`src/rtl/ldpc_pkg.sv`:
```
// ldpc_pkg -- shared constants and types for the systematic LDPC encoder.
//   DEF_INFO_LEN / DEF_PAR_LEN : default information / parity bit counts
//   DEF_QUAN_WIDTH / DEF_LLR_MAG : default LLR symbol width and magnitude
//   P_MATRIX   : parity-generator rows; bit j of row i feeds parity bit p_j
//   state_e    : encoder FSM states (IDLE, ACCUM, OUT)
//   p_row()    : bounds-safe lookup of one P_MATRIX row
package ldpc_pkg;

  localparam int DEF_INFO_LEN   = 4;
  localparam int DEF_PAR_LEN    = 4;
  localparam int DEF_QUAN_WIDTH = 10;
  localparam int DEF_LLR_MAG    = 64;

  localparam logic [DEF_PAR_LEN-1:0] P_MATRIX [DEF_INFO_LEN] = '{
    4'b1011,  // u0
    4'b1101,  // u1
    4'b0111,  // u2
    4'b1110   // u3
  };

  typedef enum logic [1:0] {
    ST_IDLE  = 2'd0,
    ST_ACCUM = 2'd1,
    ST_OUT   = 2'd2
  } state_e;

  // Rows beyond the table contribute nothing, so an out-of-range index
  // cannot pull in X or a wrapped row.
  function automatic logic [DEF_PAR_LEN-1:0] p_row(input int i);
    if (i >= 0 && i < DEF_INFO_LEN) return P_MATRIX[i];
    return '0;
  endfunction

endpackage

```
`src/rtl/ldpc_llr_map.sv`:
```
// ldpc_llr_map -- maps one code bit to a signed channel LLR symbol.
//   bit_in : code bit (0 -> +LLR_MAG, 1 -> -LLR_MAG)
//   llr    : quan_width-bit two's-complement LLR; its MSB equals bit_in
//            whenever LLR_MAG fits in quan_width-1 bits.
module ldpc_llr_map #(
  parameter int quan_width = 10,
  parameter int LLR_MAG    = 64
) (
  input  logic                  bit_in,
  output logic [quan_width-1:0] llr
);

  localparam logic [quan_width-1:0] POS = quan_width'(LLR_MAG);
  localparam logic [quan_width-1:0] NEG = quan_width'(-LLR_MAG);

  assign llr = bit_in ? NEG : POS;

endmodule

```
`src/rtl/ldpc_encoder.sv`:
```
// ldpc_encoder -- bit-serial systematic LDPC encoder with LLR mapping.
//   clk, rst        : clock; asynchronous active-low reset
//   in_valid/in_ready/in_data : info word input (INFO_LEN bits, u[i] = bit i)
//   out_valid/out_ready       : codeword output handshake
//   cw              : {parity, u}
//   L               : per-code-bit LLR, slice k belongs to cw[k]
//   busy            : high whenever the FSM is not idle
//   syn_err         : syndrome-check failure flag
//   dbg_state       : current FSM state (state_e encoding)
// Optional feature: define LDPC_ENC_CHECK_EN to build the syndrome checker;
// without it syn_err is a constant 0.
//
// Handshake: a transfer happens on a rising edge where valid and ready are
// both high. in_ready is high only in IDLE; in_valid is ignored elsewhere.
// out_valid stays high with cw/L/syn_err frozen until out_ready is seen.
module ldpc_encoder
  import ldpc_pkg::*;
#(
  parameter int INFO_LEN   = DEF_INFO_LEN,
  parameter int PAR_LEN    = DEF_PAR_LEN,
  parameter int quan_width = DEF_QUAN_WIDTH,
  parameter int LLR_MAG    = DEF_LLR_MAG,
  localparam int CODE_LEN  = INFO_LEN + PAR_LEN,
  localparam int CNT_W     = $clog2(INFO_LEN) + 1
) (
  input  logic                           clk,
  input  logic                           rst,
  input  logic                           in_valid,
  input  logic [INFO_LEN-1:0]            in_data,
  output logic                           in_ready,
  output logic                           out_valid,
  input  logic                           out_ready,
  output logic [CODE_LEN-1:0]            cw,
  output logic [CODE_LEN*quan_width-1:0] L,
  output logic                           busy,
  output logic                           syn_err,
  output logic [1:0]                     dbg_state
);

  localparam logic [1:0] S_IDLE  = ST_IDLE;
  localparam logic [1:0] S_ACCUM = ST_ACCUM;
  localparam logic [1:0] S_OUT   = ST_OUT;

  logic [1:0]                     state;
  logic [INFO_LEN-1:0]            u_reg;
  logic [PAR_LEN-1:0]             parity;
  logic [CNT_W-1:0]               cnt;
  logic                           cur_bit;
  logic [PAR_LEN-1:0]             row;
  logic                           accum_done;
  logic [CODE_LEN-1:0]            cw_next;
  logic [CODE_LEN*quan_width-1:0] l_next;

  // Counter runs 0..INFO_LEN: values below INFO_LEN each fold one info bit,
  // the extra count is the cycle that registers the finished codeword.
  assign accum_done = (cnt >= CNT_W'(INFO_LEN));
  assign cur_bit    = |(u_reg & (INFO_LEN'(1) << cnt));
  assign row        = PAR_LEN'(p_row(int'(cnt)));
  assign cw_next    = {parity, u_reg};

  assign in_ready  = (state == S_IDLE);
  assign busy      = (state != S_IDLE);
  assign dbg_state = state;

  for (genvar k = 0; k < CODE_LEN; k++) begin : g_llr
    ldpc_llr_map #(
      .quan_width(quan_width),
      .LLR_MAG   (LLR_MAG)
    ) u_map (
      .bit_in(cw_next[k]),
      .llr   (l_next[k*quan_width +: quan_width])
    );
  end

`ifdef LDPC_ENC_CHECK_EN
  // Syndrome of {p, u} against H = [P^T | I]: re-derive every parity bit
  // from u and compare with the accumulated register.
  logic [PAR_LEN-1:0] syndrome;
  logic               syn_err_q;

  always_comb begin
    syndrome = parity;
    for (int i = 0; i < INFO_LEN; i++) begin
      if (u_reg[i]) syndrome = syndrome ^ PAR_LEN'(p_row(i));
    end
  end

  always_ff @(posedge clk or negedge rst) begin
    if (!rst) begin
      syn_err_q <= 1'b0;
    end else if (state == S_ACCUM && accum_done) begin
      syn_err_q <= |syndrome;
    end else if (state == S_OUT && out_ready) begin
      syn_err_q <= 1'b0;
    end
  end

  assign syn_err = syn_err_q;
`else
  assign syn_err = 1'b0;
`endif

  always_ff @(posedge clk or negedge rst) begin
    if (!rst) begin
      state     <= S_IDLE;
      u_reg     <= '0;
      parity    <= '0;
      cnt       <= '0;
      cw        <= '0;
      L         <= '0;
      out_valid <= 1'b0;
    end else begin
      case (state)
        S_IDLE: begin
          if (in_valid) begin
            u_reg  <= in_data;
            parity <= '0;
            cnt    <= '0;
            state  <= S_ACCUM;
          end
        end
        S_ACCUM: begin
          if (!accum_done) begin
            if (cur_bit) parity <= parity ^ row;
            cnt <= cnt + CNT_W'(1);
          end else begin
            cw        <= cw_next;
            L         <= l_next;
            out_valid <= 1'b1;
            state     <= S_OUT;
          end
        end
        S_OUT: begin
          if (out_ready) begin
            out_valid <= 1'b0;
            state     <= S_IDLE;
          end
        end
        default: state <= S_IDLE;
      endcase
    end
  end

endmodule
```
`config.mk`:
```
export PLATFORM = sky130hd
export DESIGN_NAME = ldpc_encoder
export DESIGN_NICKNAME = d
export VERILOG_FILES = /design/src/rtl/ldpc_pkg.sv /design/src/rtl/ldpc_llr_map.sv /design/src/rtl/ldpc_encoder.sv
export SDC_FILE = /design/constraint.sdc
export NUM_CORES = 1
export LEC_CHECK = 0
export CORE_ASPECT_RATIO = 0.6
export CORE_MARGIN = 10
export CORE_UTILIZATION = 28
export DETAILED_ROUTE_END_ITERATION = 10
export SKIP_CTS_REPAIR_TIMING = 1
export SYNTH_ARGS = -nofsm -noshare
export SYNTH_HDL_FRONTEND = slang
export SYNTH_SLANG_ARGS = --single-unit
export TNS_END_PERCENT = 20
```
`constraint.sdc`:
```
create_clock -name clk -period 1.8 [get_ports clk]
set_input_delay 0.36 -clock clk [delete_from_list [all_inputs] [get_ports clk]]
set_output_delay 0.36 -clock clk [all_outputs]
set_load 0.005 [all_outputs]
```
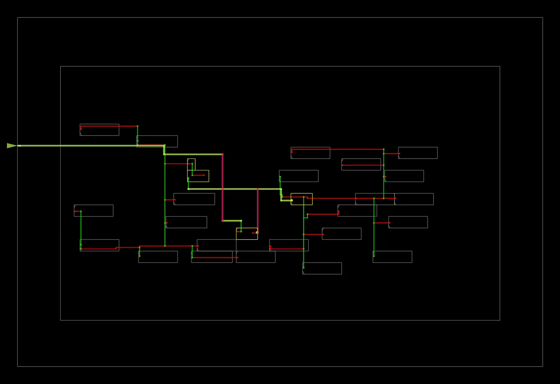
*Clock nets*
clk_lat worst skew: 0.27 ns
clkbuf count: 3
seq_cells: 23

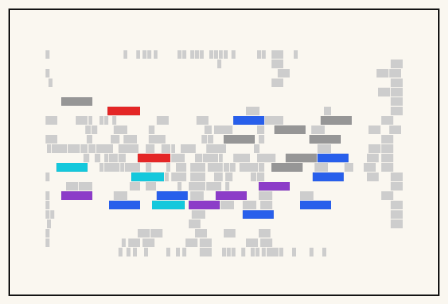
*Where the registers sit*
Other sequential cells in the stronger grey, the rest of the logic in the fainter grey.
Cyan shows cnt, flops 3. Purple shows u_reg, flops 4. Blue shows cw, flops 7. Red shows dbg_state, flops 2.

==> summary.txt <==
outcome: complete, no violations
placed insts: 285
most frequent cells in the layout: 51 x clkdlybuf4s50_1, 49 x conb_1, 19 x dfrtp_1
dpl hpwl: 3.174 mm
Die Ht: 82.22 um
hold slack: 0.4444 ns
Net Sw Power: 1.178 mW
R2R depth: 6
Pre-Place Util: 29.17%
FF-to-FF Start: cnt[0]
Dominant combinational family: buffers and inverters
Final Max Slew Viols: 0
Rows: 22
gr busiest metal: met2
r2r endpoint: parity[2]
Pwr Density: 1578 nW/um2
worst slack at placement: 0.03544 ns
top sig layer: met4
Clock Tree Root: clkbuf_8
port bufs: 52
number of buffers and inverters on the critical path: 0
Logic area: 769.5 um2
crit share post-route: 97.34%
yosys stat area: 1807 um2
non-filler instance count after layout: 289
Max Fclk: 0.5708 GHz
clk pwr: 0.335 mW
Worst VDD drop: 0.6426 mV
total power: 3.278 mW
drt wl/cell: 13.17 um
synth-to-layout area growth: 14.96%
Logic Gate Count: 117
diode count: 0
RSZ-0062 raised after global routing: yes
met1 GRT Util: 7.992%
metal2 WL: 1.787 mm
H-tree Lvls: 1
Power is estimated from default activity; no workload was simulated.
